### src/rtl/jk_bank_driver.sv
`timescale 1ns/1ps
// jk_bank_driver
// Excitation driver for a bank of WIDTH JK flip-flops. A target value is
// accepted over a valid/ready handshake, per-bit J/K excitation is computed
// from the bank's current Q, driven for one cycle, and the bank's Q feedback
// is then checked against the target. On a mismatch the drive is retried up
// to MAX_RETRY extra times before an error is reported.
//
// Ports:
//   Clk        in   1      system clock, rising edge
//   Rst        in   1      asynchronous active-high reset
//   Req_valid  in   1      request present
//   Req_ready  out  1      request can be accepted (IDLE only)
//   Req_data   in   WIDTH  target value for the bank
//   Q_fb       in   WIDTH  current Q of the JK bank
//   J          out  WIDTH  J inputs to the bank (registered)
//   K          out  WIDTH  K inputs to the bank (registered)
//   Busy       out  1      high while driving or checking
//   Done       out  1      one-cycle pulse: bank matched target
//   Err        out  1      one-cycle pulse: retries exhausted
module jk_bank_driver #(
  parameter int WIDTH     = 8,
  parameter int MAX_RETRY = 3
) (
  input  logic             Clk,
  input  logic             Rst,
  input  logic             Req_valid,
  output logic             Req_ready,
  input  logic [WIDTH-1:0] Req_data,
  input  logic [WIDTH-1:0] Q_fb,
  output logic [WIDTH-1:0] J,
  output logic [WIDTH-1:0] K,
  output logic             Busy,
  output logic             Done,
  output logic             Err
);

  // Retry counter only has to reach MAX_RETRY; keep at least one bit so a
  // MAX_RETRY of 0 still yields a legal vector.
  localparam int RW_RAW = $clog2(MAX_RETRY + 1);
  localparam int RW     = (RW_RAW < 1) ? 1 : RW_RAW;
  localparam logic [RW-1:0] RETRY_LIMIT = RW'(MAX_RETRY);

  typedef enum logic [1:0] {
    IDLE  = 2'd0,
    DRIVE = 2'd1,
    CHECK = 2'd2
  } state_t;

  state_t           state;
  logic [RW-1:0]    retry;
  logic [WIDTH-1:0] target;

  // Excitation: set only bits that are 0 but should be 1, clear only bits
  // that are 1 but should be 0. The two masks are disjoint by construction,
  // so J and K are never both high on a bit, and matching bits hold.
  function automatic logic [WIDTH-1:0] set_mask(input logic [WIDTH-1:0] tgt,
                                                input logic [WIDTH-1:0] q);
    return tgt & ~q;
  endfunction

  function automatic logic [WIDTH-1:0] clr_mask(input logic [WIDTH-1:0] tgt,
                                                input logic [WIDTH-1:0] q);
    return ~tgt & q;
  endfunction

  always_ff @(posedge Clk or posedge Rst) begin
    if (Rst) begin
      state     <= IDLE;
      Req_ready <= 1'b1;
      J         <= '0;
      K         <= '0;
      Busy      <= 1'b0;
      Done      <= 1'b0;
      Err       <= 1'b0;
      retry     <= '0;
      target    <= '0;
    end else begin
      // Done/Err are single-cycle pulses unless re-asserted below.
      Done <= 1'b0;
      Err  <= 1'b0;
      case (state)
        IDLE: begin
          if (Req_valid) begin
            target    <= Req_data;
            J         <= set_mask(Req_data, Q_fb);
            K         <= clr_mask(Req_data, Q_fb);
            retry     <= '0;
            state     <= DRIVE;
            Busy      <= 1'b1;
            Req_ready <= 1'b0;
          end else begin
            J <= '0;
            K <= '0;
          end
        end
        DRIVE: begin
          // Bank captures J/K at this edge; release them for the check cycle.
          J     <= '0;
          K     <= '0;
          state <= CHECK;
        end
        CHECK: begin
          if (Q_fb == target) begin
            Done      <= 1'b1;
            state     <= IDLE;
            Busy      <= 1'b0;
            Req_ready <= 1'b1;
          end else if (retry < RETRY_LIMIT) begin
            J     <= set_mask(target, Q_fb);
            K     <= clr_mask(target, Q_fb);
            retry <= retry + RW'(1);
            state <= DRIVE;
          end else begin
            Err       <= 1'b1;
            state     <= IDLE;
            Busy      <= 1'b0;
            Req_ready <= 1'b1;
          end
        end
        default: begin
          state     <= IDLE;
          J         <= '0;
          K         <= '0;
          Busy      <= 1'b0;
          Req_ready <= 1'b1;
        end
      endcase
    end
  end

endmodule

### config.mk
export PLATFORM = sky130hd
export DESIGN_NAME = jk_bank_driver
export DESIGN_NICKNAME = d
export VERILOG_FILES = /design/src/rtl/jk_bank_driver.sv
export SDC_FILE = /design/constraint.sdc
export NUM_CORES = 1
export LEC_CHECK = 0
export CORE_ASPECT_RATIO = 1.25
export CORE_MARGIN = 10
export CORE_UTILIZATION = 35
export CTS_CLUSTER_SIZE = 20
export DETAILED_ROUTE_END_ITERATION = 16
export DONT_BUFFER_PORTS = 1
export GPL_ROUTABILITY_DRIVEN = 1
export HOLD_SLACK_MARGIN = 0.06
export SYNTH_ARGS = -nofsm -noshare
export SYNTH_HDL_FRONTEND = slang
export SYNTH_SLANG_ARGS = --single-unit
### constraint.sdc
create_clock -name Clk -period 2 [get_ports Clk]
set_clock_uncertainty 0.2 [all_clocks]
set_input_delay 0.3 -clock Clk [delete_from_list [all_inputs] [get_ports Clk]]
set_output_delay 0.3 -clock Clk [all_outputs]
set_load 0.02 [all_outputs]
==> metrics.yaml <==
global_routing:
  grt_max_degree: 33
  grt_pass1_wl_mm: 7.424
  grt_antenna_before_repair: 0
  grt_pass1_vias: 1420
  grt.overflow.total: 0
  grt_use_total_pct: 11.02
setup_path:
  crit_type: "flop to flop"
  cp_data_arrival_time_ns: 1.88
  worstSetupEndpoint: "K[4]$_DFFE_PP0P_"
  r2r_cells: 5
  r2r_slack_ns: 0.15
  crit_required_ns: 2.02
  critPathCaptureType: "flop"
  max_stage_delay_ns: 0.40
  path_max_fanout: 8
  cp-startpoint: "target[1]$_DFFE_PP0P_"
  rr_endpoint: "K[4]$_DFFE_PP0P_"
  cp_slowest_cell: "dfrtp_1"
  startpoint_type: "flop"
  rr_startpoint: "target[1]$_DFFE_PP0P_"
logic_synthesis:
  synthArstFlopShare_pct: 100.0
  enable_flop_cells: 0
  most_common_cell: "dfrtp_1"
  ys_ff: 32
  synthCells: 169
  fp_nets: 205
  syn_avg_cell_area_sq_um: 10.48
  area_leaders: "dfrtp_1, ha_1, inv_1"
  yosys_area_sq_mm: 0.001770
  ys_seq_share_pct: 45.30
  top_area_share_pct: 43.82
  yosys.area.top_type: "dfrtp_1"
  synth_area_sq_mm: 0.001770
  ys.flop_type: "dfrtp_1"
  yosysWarnings: 0
final_timing:
  fin_setup_tns_ns: 0
  maxSlewHeadroom_pct: 65.41
  timing.hold.ws_ns: 0.1046
  hold_viol: 0
  fmax_ghz: 0.5395
  fin_crit_ns: 1.854
  min_period_over_period_pct: 92.68
  rsz0062_at_grt: "false"
  worstMarginPinSlew_ns: 0.5178
  setup_viol: 0
  fin_ws_ns: 0.1464
placement:
  pre_cts_slack_ns: -0.1303
  placed_cells: 229
  postPlaceCellArea_sq_mm: 0.001863
  dp_hpwl_mm: 3.389
  gp_congestion: 0.8161
  io_buffer_count: 0
floorplan:
  floorplanUtilization_pct: 36.62
  fp-row-count: 28
  die_height_um: 99.52
  io_pins: 39
  coreArea_sq_mm: 0.004835
  dieArea_sq_mm: 0.008321
layout:
  nFillCells: 469
  fin_cells: 246
  nets: 221
  antenna_cells: 0
  area.growth.synth_to_final_pct: 17.67
worst_hold_path:
  hold_class: "input port to flop"
pwr:
  ir_drop_uv: 471.2
  power_mw: 2.674
  p_leak_nw: 0.9939
  pwr_density_cell_mw_per_mm2: 1284
run_status:
  status: "complete, no violations"
detailed_routing:
  top_layer_used: "met4"
  met1_length_mm: 1.800
  antenna_left: 0
  avgViaCountPerCell: 5.350
  routed-wl-met3_um: 402
  wl_mm: 4.543
  wire_per_inst_um: 18.47
  route.met2.wl_mm: 2.281
  num_vias: 1316
cts:
  clk_pin_slew_ns: 0.07
  cts.sinks: 32
  clockBufferDepth: 2
  clock_latency_ns: 0.28
  cts_root_buf: "clkbuf_8"
  cts_tree: "done"
  cts_made_buffers: 5
  htree_levels: 2
flow_run:
  warnings: 34
-- critical path: cells and delay by family, from the launching register on --
family / cells / cell delay (ns)
compound gates: 3 / 0.73
simple gates: 1 / 0.18
fa+ha+maj: 1 / 0.28
flops: 1 / 0.40
-- sequential cells by signal, summed over array words and instances, names as in the netlist --
name / cells
Err: 1
Busy: 1
Req_ready: 1
target: 8
retry: 2
Done: 1
J: 8
state: 2
K: 8
-- cell usage in the layout, fill, tap and decap left out, drive strengths merged --
cell type and n:
dfrtp 31, inv 28, ha 17, buf 10
a32o 9, o21ai 9, o31ai 9, nand2 9
dlygate4sd3 9, a22o 8, a32oi 8, nand3 8
clkbuf 7, nor2 5, nor2b 3, a21oi 3
nor3b 2, nand4 2, dfstp 1, o21bai 1
o21ba 1, nand2b 1, o32ai 1, or2 1
and3 1, o22ai 1, bufinv 1
-- where the power goes --
| part | internal, mW | switching [mW] | total, mW |
|---|---|---|---|
| registers | 0.857 | 0.297 | 1.15 |
| logic | 0.359 | 0.479 | 0.838 |
| clock network | 0.439 | 0.242 | 0.682 |
-- layout make-up --
type | instances | area [sq um] | area share, %
Clock buffer | 7 | 96.34 | 4.625
Clock inverter | 1 | 30.03 | 1.441
Inverter | 28 | 105.1 | 5.045
Multi-Input combinational cell | 99 | 797.0 | 38.26
Sequential cell | 32 | 802.0 | 38.50
Tap cell | 60 | 75.07 | 3.604
Timing Repair Buffer | 19 | 177.7 | 8.529
-- logic make-up after synthesis --
family	after synthesis	share of synthesized area (%)
buffers and inverters	38	9.894
adders and majority gates	17	12.01
DFF	32	45.30
and+or+nand+nor	32	10.32
AOI/OAI and AO/OA	50	22.47
-- metal layers --
metal | up-vias | GRT usage (%)
met5 | - | 0
li1 | 632 | -
met4 | 0 | 5.032
met2 | 41 | 18.13
met1 | 637 | 11.88
met3 | 6 | 4.980
-- repair_timing --
action	4_1_cts	5_1_grt
resized	1	0
buffers inserted	0	0
setup endpoints to repair	8	0
endpoints found under the hold margin	39	0
hold buffers	9	0
-- worst min-delay path by stage --
stage | from | to | slack (ns) | cells after the start
finish | Q_fb[1] | K[1]$_DFFE_PP0P_ | 0.10 | 2
global route | Q_fb[1] | K[1]$_DFFE_PP0P_ | 0.09 | 2
CTS | Q_fb[1] | K[1]$_DFFE_PP0P_ | 0.1 | 2
detailed placement | Rst | J[0]$_DFFE_PP0P_ | 0.12 | 2
global placement | Rst | J[0]$_DFFE_PP0P_ | 0.10 | 2
floorplan | Rst | Busy$_DFFE_PP0P_ | 0.22 | 1
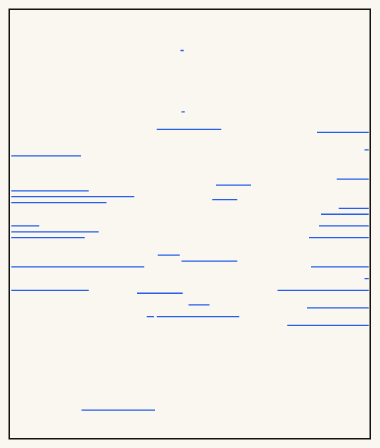
(images/layer_met3.png)
nets with wire on the layer = 29
share of all routed wire = 8.9%

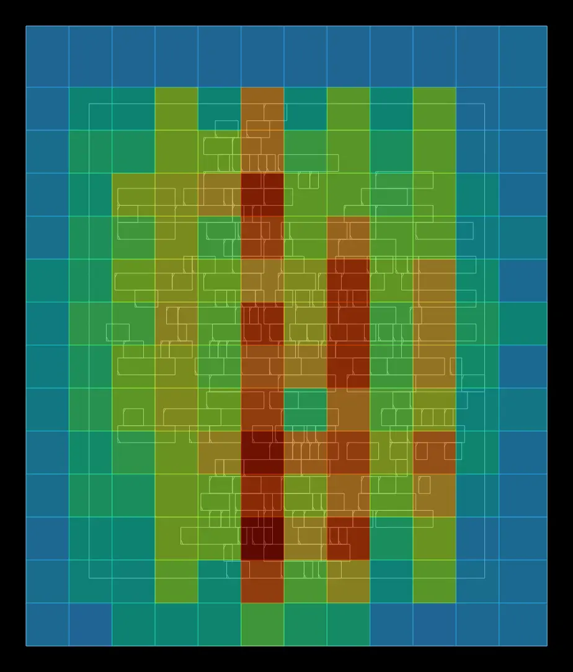
(images/congestion.png)
fin util: 43.09%
GR Layer Usage met3: 4.980%
gr busiest metal: met2

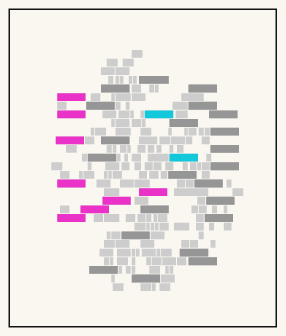
(images/flops_by_reg.png)
Other sequential cells in the stronger gray, the rest of the logic in the fainter gray.
`retry` -> cyan  # sequential cells 2
`K` -> magenta  # sequential cells 8, where west

Power figures rest on the tool's default switching activity, not on a simulated workload.
